### src/rtl/traffic_timer_sense.sv
// traffic_timer_sense: conditions the raw north/south vehicle sensors and
// times the light phases and the long-wait interval for the intersection
// light controller.
module traffic_timer_sense #(
  parameter int DEBOUNCE_CYCLES = 4,
  parameter int RED_CYCLES      = 2,
  parameter int GREEN_CYCLES    = 8,
  parameter int YELLOW_CYCLES   = 3,
  parameter int LONG_CYCLES     = 32,
  parameter int CW              = 8
) (
  input  logic       clk,
  input  logic       reset_n,
  input  logic       SN,
  input  logic       SS,
  input  logic       phase_start,
  input  logic [1:0] phase_kind,
  input  logic       long_clr,
  output logic       SN_db,
  output logic       SS_db,
  output logic       S,
  output logic       T,
  output logic       L
);

  localparam logic [CW-1:0] CNT_ONE     = CW'(1);
  localparam logic [CW-1:0] DB_LAST     = CW'(DEBOUNCE_CYCLES - 1);
  localparam logic [CW-1:0] RED_LAST    = CW'(RED_CYCLES - 1);
  localparam logic [CW-1:0] GREEN_LAST  = CW'(GREEN_CYCLES - 1);
  localparam logic [CW-1:0] YELLOW_LAST = CW'(YELLOW_CYCLES - 1);
  localparam logic [CW-1:0] LONG_LIMIT  = CW'(LONG_CYCLES);

  logic [1:0] raw;
  logic [1:0] db_out;

  assign raw = {SS, SN};

  // One synchronizer + debouncer per sensor; index 0 is north, 1 is south.
  for (genvar i = 0; i < 2; i++) begin : g_sense
    logic          sync1_q, sync1_d;
    logic          sync2_q, sync2_d;
    logic          db_q, db_d;
    logic [CW-1:0] cnt_q, cnt_d;

    // Two-flop chain, then a run-length counter that commits the new level
    // only after DEBOUNCE_CYCLES consecutive disagreeing cycles.
    always_comb begin
      sync1_d = raw[i];
      sync2_d = sync1_q;
      db_d    = db_q;
      cnt_d   = '0;
      if (sync2_q != db_q) begin
        if (cnt_q == DB_LAST) begin
          db_d  = sync2_q;
          cnt_d = '0;
        end else begin
          cnt_d = cnt_q + CNT_ONE;
        end
      end
    end

    // Sensor conditioning state register.
    always_ff @(posedge clk or negedge reset_n) begin
      if (!reset_n) begin
        sync1_q <= 1'b0;
        sync2_q <= 1'b0;
        db_q    <= 1'b0;
        cnt_q   <= '0;
      end else begin
        sync1_q <= sync1_d;
        sync2_q <= sync2_d;
        db_q    <= db_d;
        cnt_q   <= cnt_d;
      end
    end

    assign db_out[i] = db_q;
  end

  assign SN_db = db_out[0];
  assign SS_db = db_out[1];
  assign S     = SN_db | SS_db;

  logic [CW-1:0] phase_cnt_q, phase_cnt_d;
  logic [CW-1:0] phase_load;
  logic          t_q, t_d;

  // Phase timer: reload on phase_start, count down, then latch expiry in T.
  always_comb begin
    case (phase_kind)
      2'b01:   phase_load = GREEN_LAST;
      2'b10:   phase_load = YELLOW_LAST;
      default: phase_load = RED_LAST;
    endcase
    phase_cnt_d = phase_cnt_q;
    t_d         = t_q;
    if (phase_start) begin
      phase_cnt_d = phase_load;
      t_d         = 1'b0;
    end else if (phase_cnt_q != '0) begin
      phase_cnt_d = phase_cnt_q - CNT_ONE;
    end else begin
      t_d = 1'b1;
    end
  end

  // Reset starts an implicit red phase so the controller always sees T rise.
  always_ff @(posedge clk or negedge reset_n) begin
    if (!reset_n) begin
      phase_cnt_q <= RED_LAST;
      t_q         <= 1'b0;
    end else begin
      phase_cnt_q <= phase_cnt_d;
      t_q         <= t_d;
    end
  end

  assign T = t_q;

  logic [CW-1:0] long_cnt_q, long_cnt_d;
  logic          l_q, l_d;

  // Long-wait timer: saturating up-counter, cleared by long_clr; L flags saturation.
  always_comb begin
    long_cnt_d = long_cnt_q;
    if (long_clr) begin
      long_cnt_d = '0;
    end else if (long_cnt_q != LONG_LIMIT) begin
      long_cnt_d = long_cnt_q + CNT_ONE;
    end
    l_d = (long_cnt_d == LONG_LIMIT);
  end

  // Long-wait state register.
  always_ff @(posedge clk or negedge reset_n) begin
    if (!reset_n) begin
      long_cnt_q <= '0;
      l_q        <= 1'b0;
    end else begin
      long_cnt_q <= long_cnt_d;
      l_q        <= l_d;
    end
  end

  assign L = l_q;

endmodule

### config.mk
export PLATFORM = sky130hd
export DESIGN_NAME = traffic_timer_sense
export DESIGN_NICKNAME = d
export VERILOG_FILES = /design/src/rtl/traffic_timer_sense.sv
export SDC_FILE = /design/constraint.sdc
export NUM_CORES = 1
export LEC_CHECK = 0
export ABC_AREA = 0
export CORE_MARGIN = 1
export CORE_UTILIZATION = 62
export CTS_CLUSTER_DIAMETER = 80
export CTS_CLUSTER_SIZE = 8
export DETAILED_ROUTE_END_ITERATION = 8
export GPL_TIMING_DRIVEN = 0
export PLACE_DENSITY = 0.9
export SLEW_MARGIN = 5
export SYNTH_ARGS = -nofsm -noshare
export SYNTH_HDL_FRONTEND = slang
export SYNTH_SLANG_ARGS = --single-unit
export TNS_END_PERCENT = 100
### constraint.sdc
create_clock -name clk -period 2.83 [get_ports clk]
set_input_delay 0.283 -clock clk [delete_from_list [all_inputs] [get_ports clk]]
set_output_delay 0.283 -clock clk [all_outputs]
set_load 0.05 [all_outputs]
run_1/pdn.png
The bar under the picture is 20 um long. Pins as bars on the die edge. Tap cells in grey.
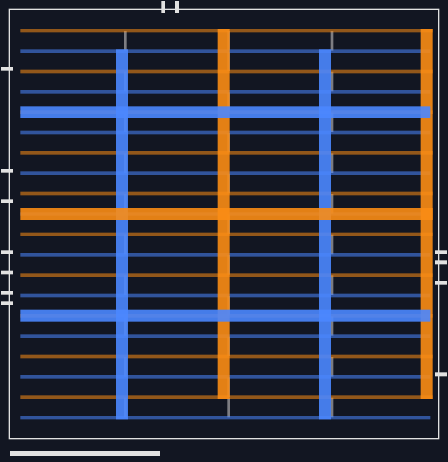
| colour | net |
|---|---|
| blue | VSS |
| orange | VDD |
met4 straps: 4
signal pins: 13
met1 rails: 20
placeable core region: 2829 um^2
Die Wd: 57.17 um

run_1/cell_classes.png
The bar under the picture is 20 um long.
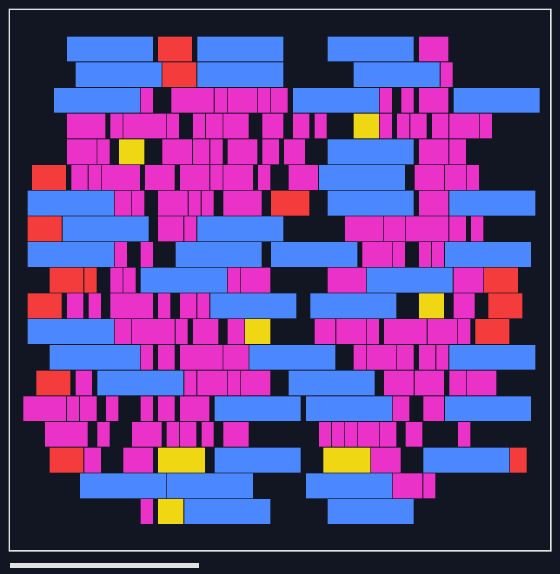
| colour | class | cells |
|---|---|---|
| yellow | clock drivers and dummy loads | 7 |
| red | other buffers and delay cells | 14 |
| blue | flip-flops | 40 |
| magenta | all other logic | 140 |

==> run_results.csv, run 1 <==
group,metric,value,unit
outcome,status,"completed",
routing,amount_of_wire_on_met3_after_detailed_routing,145,um
synth,yosysTopAreaCell,"sky130_fd_sc_hd__dfrtp_1",
worst_setup_path,cp_cell_sequence,"or2_2, clkdlybuf4s50_1",
floorplanning,floorplan.io_pins,13,
worst_setup_path,critical-path-top-delay-family,"buffers and inverters",
worst_setup_path,critical-path-slowest-cell,"sky130_fd_sc_hd__clkdlybuf4s50_1",
power_and_ir_drop,power.switching_fraction,0.3661,
sta,clock.fmax,484.0,MHz
grt,first_global_vias,1368,
synth,synth.avg_cell_area,10.37,um^2
synth,synth.mux.area_fraction,0.01194,
routing,dr.max_layer_used,"met4",
floorplanning,rows,19,
synth,synthDistinctLibCells,31,
synth,synth.net_count,198,
synth,synth.cell_area,1887,um^2
synth,synth-cells-yosys,182,
finish,fin_cells,232,
power_and_ir_drop,internal_power,0.001003,W
routing,metal1_wirelength,1.345,mm
floorplanning,chip_area,3268,um^2
routing,wl_met2,1.699,mm
sta,worst_pin_slew,0.8410,ns
synth,ys_top_cells_by_area,"sky130_fd_sc_hd__dfrtp_1 52%, sky130_fd_sc_hd__xor2_1 7.9%, sky130_fd_sc_hd__nor2_1 7.0%, sky130_fd_sc_hd__ha_1 5.3%, sky130_fd_sc_hd__xnor2_1 4.6%",
sta,drv_slew,0,
sta,setup_violations,0,
synth,netlist_logic_family_top,"simple AND/OR/NAND/NOR gates",
synth,synth_sequential_area_ratio,0.5312,
clock_network,numCtsBuffers,5,
sta,final_period_minus_worst_setup_slack,2.066,ns
sta,worst_hold_check_slack,0.01258,ns
routing,drt_iter0_markers,34,
power_and_ir_drop,total_leakage_power,0.9744,nW
placement,place_area,2041,um^2
grt,grt.overflow.total,0,
routing,via_per_inst,5.711,
power_and_ir_drop,largestPowerGroup,"sequential cells",
placement,place.detailed.instances,225,
worst_setup_path,worst-path-stages,2,
grt,global_route.usage.total,0.2333,
power_and_ir_drop,ir_drop,0.0004824,V
worst_hold_path,worstHoldPathType,"input pin to asynchronous set/reset pin",
worst_setup_path,setup.worst_path.start_class,"flip-flop",
flow_run,timing.max_cap.violations,0,
synth,syn_inst,182,
sta,worst_slew_margin_rel,0.4393,
finish,top_layout_cell,"sky130_fd_sc_hd__dfrtp_1",
finish,area_delta_synth_final,11.60,%
worst_setup_path,crit_path_max_incr_delay,0.70,ns
synth,ys_top_cells_by_count,"39 x sky130_fd_sc_hd__dfrtp_1, 35 x sky130_fd_sc_hd__nor2_1, 17 x sky130_fd_sc_hd__xor2_1",
synth,synth_compound_gate_area_share,0.03979,
grt,number_of_antenna_violations_at_the_first_check_in_global_routing,0,
synth,netlist.top_cell.by_instances,"sky130_fd_sc_hd__dfrtp_1",
routing,detail_route.wirelength,3.278,mm
sta,grt_setup_unrepaired,"false",
worst_setup_path,buffering_stage_count_on_the_worst_path_with_inverters_included,1,
sta,layout_worst_path_cycle_share,0.7301,
power_and_ir_drop,power_per_cell_area,751.7,nW/um^2
placement,globalplace.congestion,0.8164,
worst_setup_path,path_class,"flip-flop to primary output",
power_and_ir_drop,power_combinational,0.000505,W
synth,yosys-stat-area,1887,um^2
synth,register_bit_total_from_synthesis,40,
clock_network,clockBufferDepth,2,
routing,detail_route.drc_violations,0,
synth,flop_cell,"sky130_fd_sc_hd__dfrtp_1",
power_and_ir_drop,power.net_switching,0.0005795,W
grt,wire_length_of_the_first_global_routing_pass,5.595,mm
placement,io_buffer_count,12,
clock_network,cts_max_level,2,
grt,grt_start_max_net_pins,41,
synth,synth_xor_xnor_area_share,0.1253,
worst_setup_path,cp_data_required_time,2.55,ns
clock_network,cts.repair.resized,0,
placement,dpl.hpwl,2.359,mm
finish,drive_above_1_share,0.08458,
worst_setup_path,timing.critical_path.to_type,"primary output",
synth,post-synth-top-area-fraction,0.5172,
synth,async_flop_share,1.000,
floorplanning,fp_util,0.6670,
worst_setup_path,worst_r2r_path_depth,7,
flow_run,warnings,29,
worst_setup_path,highest_fanout_seen_on_the_critical_path,4,
clock_network,cts.hold.buffers_added,0,
finish,lay_top_cells,"39 x sky130_fd_sc_hd__dfrtp_1, 35 x sky130_fd_sc_hd__nor2_1, 17 x sky130_fd_sc_hd__xor2_1",
routing,route.antenna.remaining_nets,0,
clock_network,clock_tree.root_cell,"sky130_fd_sc_hd__clkbuf_4",
synth,synthAdderAreaFrac,0.05305,
power_and_ir_drop,seqPwrFrac,0.482,
finish,antenna-diode-count,0,
sta,final.setup.tns,0,ns
synth,yosysWarnings,0,
sta,timing.final.hold_violations,0,
synth,synth-edff-count,0,
power_and_ir_drop,combinational_share_of_power,0.319,
clock_network,tritoncts_clock_tree,"yes",
worst_setup_path,signal_arrival_time_at_the_worst_endpoint,1.78,ns
synth,simple_gate_share_of_the_synthesized_area,0.2188,
routing,wire_per_inst,14.13,um
clock_network,count_of_buffers_added_by_post_cts_timing_repair_for_setup,0,
clock_network,clk_pin_slew_worst_paths,0.11,ns
clock_network,clkSinkCount,40,
finish,num-nets-final,217,
finish,final_design_area_no_fill,2106,um^2
routing,via_count,1325,
power_and_ir_drop,sequentialPower,0.000763,W
routing,drtPass1Iterations,6,
run_1/clock_map.png
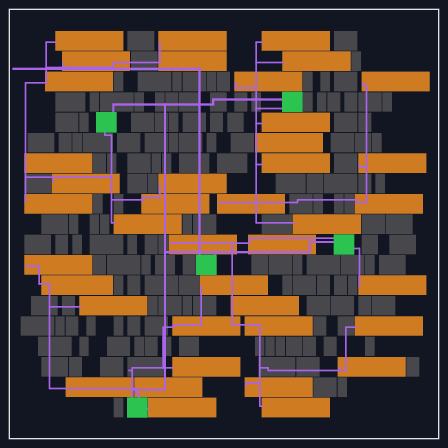
[orange] flip-flops | count: 40
[purple] clock wires | length: 453 um
[green] cells driving clock nets | count: 5
routed clock nets: 6
Clk pwr share: 0.199
Insertion Delay late pin: 0.35 ns
clock network power consumption: 0.000316 W
final clock skew: 0.005721 ns

==> run 1: worst paths after layout <==
| kind | from | slack, ns | to |
|---|---|---|---|
| worst min register to register | g_sense[0].sync1_q$_DFF_PN0_ | 0.37 | g_sense[0].sync2_q$_DFF_PN0_ |
| worst min-delay path | reset_n | 0.01 | g_sense[0].cnt_q[3]$_DFF_PN0_ |
| worst max-delay path | SS_db$_DFFE_PN0P_ | 0.76 | S |
| min in group clk | SS | 0.36 | g_sense[1].sync1_q$_DFF_PN0_ |
| max in group asynchronous | reset_n | 2.28 | phase_cnt_q[2]$_DFFE_PN0P_ |
| worst max register to register | phase_cnt_q[0]$_DFFE_PN1P_ | 0.86 | phase_cnt_q[7]$_DFFE_PN0P_ |
==> run 1: through the flow <==
step	setup WS, ns	utilization	power (W)
2_1_floorplan	1.030	-	0.001118
3_3_place_gp	0.6035	0.7231	0.001243
3_5_place_dp	0.8735	0.7214	0.001273
4_1_cts	0.7493	0.7444	0.001594
5_1_grt	0.7124	0.7444	0.001687
6_report	0.7637	0.7444	0.001583
==> run 1: registers in the layout (all words and copies together), names as in the netlist <==
name and count:
g_sense.cnt_q 16, long_cnt_q 8, phase_cnt_q 8, g_sense.sync1_q 2
g_sense.sync2_q 2, L 1, SN_db 1, SS_db 1
T 1
==> run 1: final cells by class <==
class / count / area [um^2]
fill: 199 / 723.2
sequential: 40 / 1002
inverter: 6 / 22.52
clock buffer: 7 / 65.06
tap: 31 / 38.79
multi-input combinational: 134 / 847.1
buffer: 2 / 15.01
timing repair buffer: 12 / 115.1
==> run 1: routing by layer <==
| metal | GRT usage | vias up |
|---|---|---|
| met5 | 0 | - |
| met4 | 0.1324 | 0 |
| met3 | 0.07483 | 9 |
| met2 | 0.3966 | 36 |
| met1 | 0.2585 | 636 |
| li1 | - | 644 |
run_1/metal_stack.png
The bar under the picture is 20 um long. Only two layers are drawn.
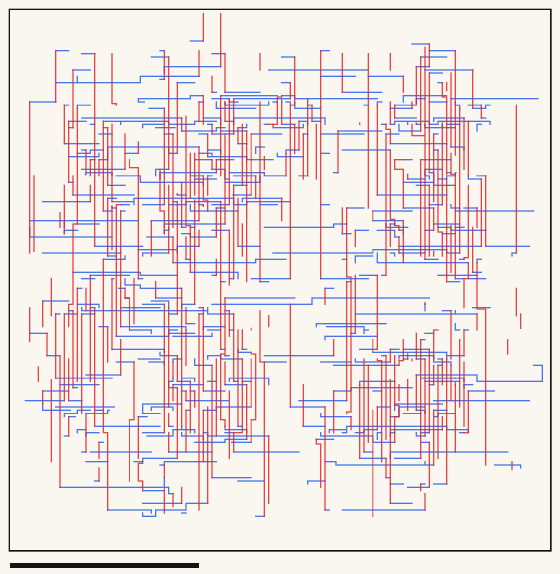

==> inputs of run 2 (changes only) <==
CORE_UTILIZATION = 52   (was 62)
PLACE_DENSITY = 0.82   (was 0.9)
clock period = 1.89 ns   (was 2.83 ns; I/O delays follow)
run_2/metal_stack.png
The bar under the picture is 20 um long. Only two layers are drawn.
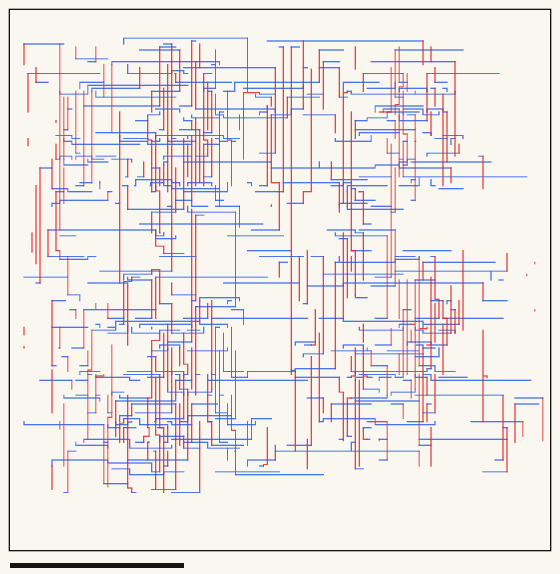
| colour | layer | wire length |
|---|---|---|
| blue | met1 | 1450 um |
| red | met2 | 1470 um |
final routed wire length divided by cell count: 12.19 um
via count: 1288
GRT Resource Usage Total: 0.1971
Routed Wire Length: 3.071 mm

run_2/clock_map.png
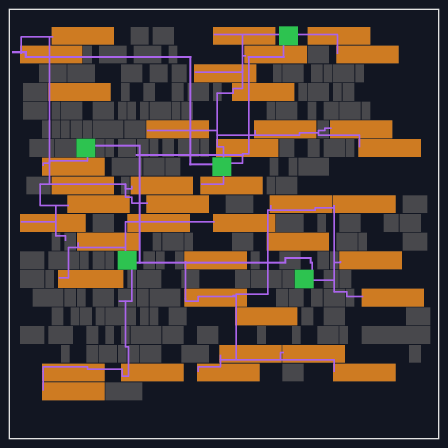
[green] cells driving clock nets | count: 5
[purple] clock wires | length: 484 um
[orange] flip-flops | count: 40
routed clock nets: 6
flops lie: spread over the die

==> run 2 against run 1 <==
Final area is 4.0% higher. Sequential share of layout area down 1.8 points. Power rose by 47%. Cell count increased by 8.6%. Synthesized area unchanged. First-iteration DRC count rose by 94%. Flip-flop count stayed put. Worst setup slack worse by 0.69 ns. Sequential power grew 49%. Die size grew 19%. Global-route usage shrank 3.6 points.
==> run_results.csv, run 2 <==
group,metric,value,unit
finish,antenna-diode-count,0,
sta,worst_slew_margin_rel,0.6710,
worst_setup_path,worst-path-stages,5,
finish,final_design_area_no_fill,2190,um^2
synth,syn_inst,182,
sta,clock-skew-final,0.01055,ns
worst_setup_path,cp_cell_sequence,"or2_1, or4_4, buf_6, and3_4, o2111a_1",
routing,drt_iter0_markers,66,
synth,netlist.top_cell.by_instances,"sky130_fd_sc_hd__dfrtp_1",
power_and_ir_drop,seqPwrFrac,0.489,
synth,synth-cells-yosys,182,
grt,wire_length_of_the_first_global_routing_pass,5.816,mm
outcome,status,"completed",
sta,clock.fmax,549.6,MHz
worst_hold_path,worstHoldPathType,"input pin to flip-flop",
clock_network,clock_tree.root_cell,"sky130_fd_sc_hd__clkbuf_4",
synth,synth.avg_cell_area,10.37,um^2
sta,drv_slew,0,
sta,worst_hold_check_slack,0.2681,ns
synth,synthDistinctLibCells,31,
grt,first_global_vias,1322,
worst_setup_path,path_class,"flip-flop to flip-flop",
routing,route.antenna.remaining_nets,0,
floorplanning,chip_area,3873,um^2
clock_network,clockBufferDepth,2,
worst_setup_path,crit_path_max_incr_delay,0.49,ns
worst_setup_path,highest_fanout_seen_on_the_critical_path,6,
worst_setup_path,buffering_stage_count_on_the_worst_path_with_inverters_included,1,
synth,yosys-stat-area,1887,um^2
floorplanning,die_w,62.24,um
worst_setup_path,critical_path.startpoint,"long_cnt_q[3]$_DFF_PN0_",
floorplanning,rows,21,
sta,worst_pin_slew,0.4920,ns
finish,area_delta_synth_final,16.05,%
synth,yosysTopAreaCell,"sky130_fd_sc_hd__dfrtp_1",
floorplanning,floorplan.io_pins,13,
clock_network,tritoncts_clock_tree,"yes",
clock_network,numCtsBuffers,5,
sta,timing.final.hold_violations,0,
finish,final_core_utilization,0.6410,
power_and_ir_drop,clk_pwr_share,0.177,
finish,num-nets-final,222,
synth,post-synth-top-area-fraction,0.5172,
power_and_ir_drop,sequentialPower,0.00114,W
power_and_ir_drop,power.switching_fraction,0.3771,
power_and_ir_drop,power_per_cell_area,1066,nW/um^2
synth,flop_cell,"sky130_fd_sc_hd__dfrtp_1",
synth,synth-edff-count,0,
worst_setup_path,cp_data_required_time,2.14,ns
placement,place_area,2087,um^2
power_and_ir_drop,largestPowerGroup,"sequential cells",
worst_setup_path,signal_arrival_time_at_the_worst_endpoint,2.06,ns
finish,layout_fillers,294,
clock_network,clkSinkCount,40,
worst_setup_path,setup.worst_path.start_class,"flip-flop",
power_and_ir_drop,power.total,0.002334,W
power_and_ir_drop,power.net_switching,0.0008801,W
power_and_ir_drop,internal_power,0.001454,W
power_and_ir_drop,total_leakage_power,0.9990,nW
synth,synth_sequential_area_ratio,0.5312,
synth,ys_top_cells_by_area,"sky130_fd_sc_hd__dfrtp_1 52%, sky130_fd_sc_hd__xor2_1 7.9%, sky130_fd_sc_hd__nor2_1 7.0%, sky130_fd_sc_hd__ha_1 5.3%, sky130_fd_sc_hd__xnor2_1 4.6%",
flow_run,warnings,29,
synth,register_bit_total_from_synthesis,40,
worst_setup_path,r2r_slack,0.07,ns
worst_setup_path,critical-path-top-delay-family,"simple AND/OR/NAND/NOR gates",
finish,lay_top_cells,"38 x sky130_fd_sc_hd__dfrtp_1, 35 x sky130_fd_sc_hd__nor2_1, 17 x sky130_fd_sc_hd__xor2_1",
worst_setup_path,worstSetupEndpoint,"L$_DFF_PN0_",
finish,sequential_cell_area,1003,um^2
clock_network,insertion_delay_late_pin,0.35,ns
grt,number_of_antenna_violations_at_the_first_check_in_global_routing,0,
power_and_ir_drop,ir_drop,0.0005290,V
synth,synth.cell_area,1887,um^2
routing,drtPass1Iterations,4,
floorplanning,core,3416,um^2
flow_run,timing.max_cap.violations,0,
worst_setup_path,capturing_point_of_the_worst_reg2reg_path,"L$_DFF_PN0_",
placement,dpl.hpwl,2.137,mm
synth,synth.net_count,198,
clock_network,cts_max_level,2,
[run 2: kinds of logic after synthesis]
| kind of cell | share of synthesized area |
|---|---|
| adders and majority gates | 0.05305 |
| buffers and inverters | 0.01989 |
| muxes | 0.01194 |
| DFF | 0.5312 |
| xor gates and xnor gates | 0.1253 |
| AOI/OAI and AO/OA | 0.03979 |
| and+or+nand+nor | 0.2188 |
[run 2: layout make-up]
type / instances / area share
clock inverters: 2 / 0.005714
inverters: 6 / 0.01029
clock buffers: 5 / 0.01714
plain buffers: 2 / 0.006857
repair buffers: 17 / 0.07943
multi-input cells: 134 / 0.3960
flip-flops and latches: 40 / 0.4583
well taps: 46 / 0.02629
[run 2: what timing repair did]
action,in CTS,in global routing
endpoints found under the setup margin,2,7
gates cloned,0,0
pin swaps,1,0
hold buffers,1,0
gates resized,1,6
buffers inserted,1,2
hold endpoints to repair,17,0
[run 2: worst min-delay path by stage]
stage,start,to,cells past startpoint
after global routing,SS,g_sense[1].sync1_q$_DFF_PN0_,1
after CTS,SS,g_sense[1].sync1_q$_DFF_PN0_,1
final,SS,g_sense[1].sync1_q$_DFF_PN0_,1
after detailed placement,reset_n,g_sense[0].cnt_q[3]$_DFF_PN0_,1
after floorplan,reset_n,L$_DFF_PN0_,0
after global placement,g_sense[0].sync1_q$_DFF_PN0_,g_sense[0].sync2_q$_DFF_PN0_,0
[run 2: through the flow]
stage	std cells	TNS, ns	worst slack [ns]
floorplan	182	0	0.09024
finish	252	0	0.07041
global route	252	-0.003382	-0.003382
CTS	250	0	0.04853
global placement	240	-13.11	-0.3374
detailed placement	241	-0.05741	-0.05741
[run 2: routing by layer]
layer	wire [um]	global-route usage	share of wire
met1	1448	0.2467	0.47
met3	121	0.07904	0.039
met4	31	0.07558	0.010
met2	1469	0.3063	0.48
met5	0	0	0
run_2/cell_classes.png
The bar under the picture is 20 um long.
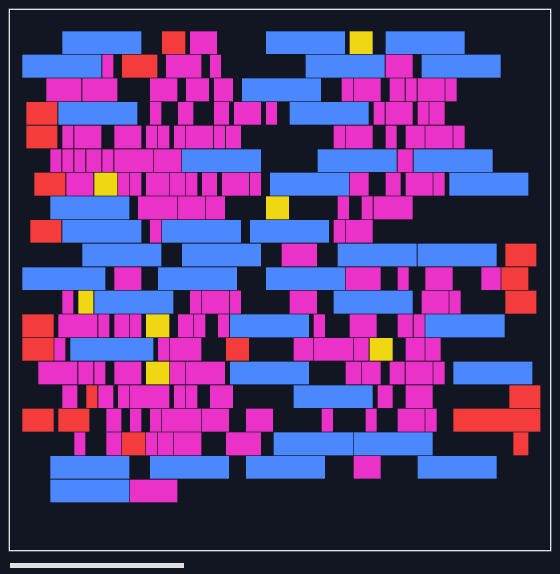

==> inputs of run 3 (changes only) <==
GPL_TIMING_DRIVEN = default   (was 0)
SETUP_SLACK_MARGIN = 0.05   (was default)
run_3/cell_classes.png
The bar under the picture is 20 um long.
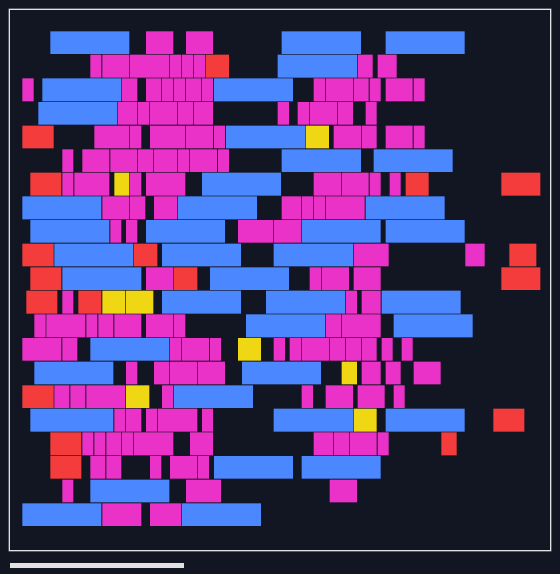
| colour | class | cells |
|---|---|---|
| blue | flip-flops | 40 |
| red | other buffers and delay cells | 18 |
| yellow | clock drivers and dummy loads | 8 |
| magenta | all other logic | 140 |
Cell Rows: 21
proportion of cell area occupied by registers: 0.4619

run_3/metal_stack.png
The bar under the picture is 20 um long. Only two layers are drawn.
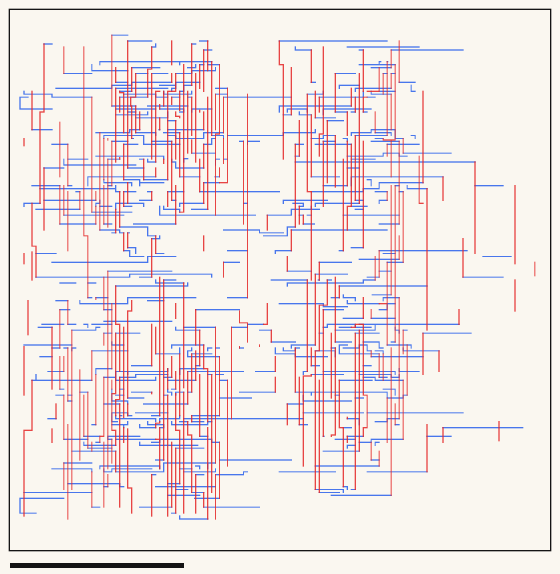
| colour | layer | wire length |
|---|---|---|
| red | met2 | 1670 um |
| blue | met1 | 1420 um |
Routed Wire Length: 3.287 mm
via count: 1343
GRT Resource Usage Total: 0.1969
final routed wire length divided by cell count: 13.04 um

==> run 3 against run 2 <==
Synthesized area did not move. Final area decreased by 0.91%. Combinational power grew 1%. Register-to-register slack barely moved. Sequential power about the same. Critical path type unchanged. Largest power group unchanged. Highest routed layer unchanged.
==> run_results.csv, run 3 <==
group,metric,value,unit
outcome,status,"completed",
power_and_ir_drop,total_leakage_power,1.021,nW
grt,first_global_vias,1355,
synth,async_flop_share,1.000,
flow_run,timing.max_cap.violations,0,
finish,comb-cell-share,0.3985,
worst_setup_path,setup.worst_path.start_class,"flip-flop",
grt,number_of_antenna_violations_at_the_first_check_in_global_routing,0,
finish,layout_fillers,259,
sta,final.setup.tns,0,ns
synth,flop_cell,"sky130_fd_sc_hd__dfrtp_1",
finish,lay_top_cells,"39 x sky130_fd_sc_hd__dfrtp_1, 35 x sky130_fd_sc_hd__nor2_1, 17 x sky130_fd_sc_hd__xor2_1",
finish,number_of_clock_buffer_instances_in_the_layout,5,
grt,grt.overflow.total,0,
finish,dominant-cell-class,"sequential cells",
power_and_ir_drop,combinational_share_of_power,0.334,
sta,clock.fmax,550.4,MHz
finish,final_core_utilization,0.6352,
finish,fin_cells,252,
floorplanning,core,3416,um^2
sta,worst_hold_check_slack,0.2605,ns
clock_network,clkSinkCount,40,
sta,drv_slew,0,
synth,synth-edff-count,0,
power_and_ir_drop,sequentialPower,0.00114,W
finish,bufAreaShareNonClock,0.07670,
clock_network,clockBufferDepth,2,
sta,worst_slew_margin_rel,0.6158,
power_and_ir_drop,power.net_switching,0.0009127,W
clock_network,insertion_delay_late_pin,0.35,ns
power_and_ir_drop,largestPowerGroup,"sequential cells",
routing,via_per_inst,5.329,
finish,n_multi_input_combinational_cell,134,
sta,setup_violations,0,
synth,synth.cell_area,1887,um^2
synth,register_bit_total_from_synthesis,40,
placement,io_buffer_count,12,
placement,globalplace.congestion,0.9150,
finish,drive_above_1_share,0.1311,
floorplanning,chip_area,3873,um^2
sta,setup_ws,0.07298,ns
routing,route.antenna.remaining_nets,0,
finish,logic_area,864.6,um^2
placement,place_area,2082,um^2
sta,worst_pin_slew,0.5762,ns
worst_hold_path,worstHoldPathType,"input pin to flip-flop",
floorplanning,die_w,62.24,um
routing,drtPass1Iterations,5,
finish,top_regs,"g_sense.cnt_q: 16 flops, long_cnt_q: 8 flops, phase_cnt_q: 8 flops",
sta,timing.final.hold_violations,0,
power_and_ir_drop,power.total,0.002362,W
power_and_ir_drop,ir_drop,0.0008606,V
placement,place.detailed.instances,243,
finish,final_design_area_no_fill,2170,um^2
routing,drt_iter0_markers,40,
worst_setup_path,path_class,"flip-flop to flip-flop",
synth,netlist.top_cell.by_instances,"sky130_fd_sc_hd__dfrtp_1",
finish,seq_cells,40,
finish,antenna-diode-count,0,
clock_network,count_of_buffers_added_by_post_cts_timing_repair_for_setup,0,
worst_setup_path,timing.critical_path.to_type,"flip-flop",
sta,final_period_minus_worst_setup_slack,1.817,ns
worst_setup_path,highest_fanout_seen_on_the_critical_path,4,
power_and_ir_drop,internal_power,0.001450,W
floorplanning,die.size.y,62.24,um
clock_network,cts_max_level,2,
placement,dp_slack,0.01751,ns
finish,nonClockBufferCount,18,
synth,synthDistinctLibCells,31,
clock_network,clk_pin_slew_worst_paths,0.12,ns
power_and_ir_drop,power.switching_fraction,0.3863,
synth,synth_sequential_area_ratio,0.5312,
floorplanning,num_tap_cells,46,
synth,ys_top_cells_by_area,"sky130_fd_sc_hd__dfrtp_1 52%, sky130_fd_sc_hd__xor2_1 7.9%, sky130_fd_sc_hd__nor2_1 7.0%, sky130_fd_sc_hd__ha_1 5.3%, sky130_fd_sc_hd__xnor2_1 4.6%",
sta,clock-skew-final,0.009368,ns
finish,largest_reg_flops,16,
synth,yosysWarnings,0,
sta,layout_worst_path_cycle_share,0.9614,
finish,sequential_cell_area,1002,um^2
worst_setup_path,signal_arrival_time_at_the_worst_endpoint,2.11,ns
floorplanning,fp_util,0.5524,
finish,clockNetworkAreaShare,0.02595,
grt,wire_length_of_the_first_global_routing_pass,5.892,mm
clock_network,cts.repair.resized,4,
synth,synth.net_count,198,
power_and_ir_drop,seqPwrFrac,0.484,
synth,yosysTopAreaCell,"sky130_fd_sc_hd__dfrtp_1",
worst_setup_path,cp_data_required_time,2.18,ns
finish,area_delta_synth_final,14.99,%
placement,dpl.hpwl,2.281,mm
sta,grt_setup_unrepaired,"false",
synth,ys_top_cells_by_count,"39 x sky130_fd_sc_hd__dfrtp_1, 35 x sky130_fd_sc_hd__nor2_1, 17 x sky130_fd_sc_hd__xor2_1",
finish,num-nets-final,221,
power_and_ir_drop,power_combinational,0.000788,W
power_and_ir_drop,clk-power,0.000431,W
clock_network,numCtsBuffers,5,
power_and_ir_drop,clk_pwr_share,0.183,
clock_network,tritoncts_clock_tree,"yes",
synth,synth.avg_cell_area,10.37,um^2
clock_network,cts.hold.buffers_added,1,
power_and_ir_drop,power_per_cell_area,1089,nW/um^2
synth,syn_inst,182,
floorplanning,floorplan.io_pins,13,
finish,non_clk_invs,6,
synth,synth-cells-yosys,182,
synth,yosys-stat-area,1887,um^2
grt,grt_start_max_net_pins,28,
finish,top_layout_cell,"sky130_fd_sc_hd__dfrtp_1",
flow_run,warnings,29,
routing,detail_route.drc_violations,0,
synth,post-synth-top-area-fraction,0.5172,
finish,regMostFlops,"g_sense.cnt_q",
clock_network,clock_tree.root_cell,"sky130_fd_sc_hd__clkbuf_4",
## run 3: cell counts after synthesis
Identical to the previous run, type by type.
## run 3: path summary, 6_finish.rpt
kind                                                       to                    startpoint  depth (start not counted)  slack, ns
worst max register to register     phase_cnt_q[7]$_DFFE_PN0P_    phase_cnt_q[0]$_DFFE_PN1P_                          7       0.07
worst min-delay path             g_sense[1].sync1_q$_DFF_PN0_                            SS                          1       0.26
worst min register to register   g_sense[0].sync2_q$_DFF_PN0_  g_sense[0].sync1_q$_DFF_PN0_                          0       0.36
worst max-delay path               phase_cnt_q[7]$_DFFE_PN0P_    phase_cnt_q[0]$_DFFE_PN1P_                          7       0.07
max in group asynchronous       g_sense[1].cnt_q[4]$_DFF_PN0_                       reset_n                          3       0.99
min in group asynchronous       g_sense[0].cnt_q[2]$_DFF_PN0_                       reset_n                          2       0.36
## run 3: worst max-delay path: stages, from the launching register on
cell and delay (ns):
sky130_fd_sc_hd__dfstp_2 0.55, sky130_fd_sc_hd__inv_2 0.05, sky130_fd_sc_hd__ha_1 0.19, sky130_fd_sc_hd__nor3b_2 0.17, sky130_fd_sc_hd__nand2_1 0.13, sky130_fd_sc_hd__nand3_2 0.10, sky130_fd_sc_hd__or4_4 0.44, sky130_fd_sc_hd__a21oi_2 0.13
## run 3: cell families after synthesis
family	count (synthesis)	share of synthesized area
adders and majority gates	8	0.05305
AOI/OAI and AO/OA	12	0.03979
muxes	2	0.01194
DFF	40	0.5312
and+or+nand+nor	85	0.2188
xor gates and xnor gates	27	0.1253
buffers and inverters	8	0.01989
## run 3: per-layer routing
metal  routed length, um  GRT usage
met5                   0          0
met4                  68    0.09884
met3                 132    0.04228
met2                1667     0.3420
met1                1419     0.2292
Power is estimated from default activity; no workload was simulated.
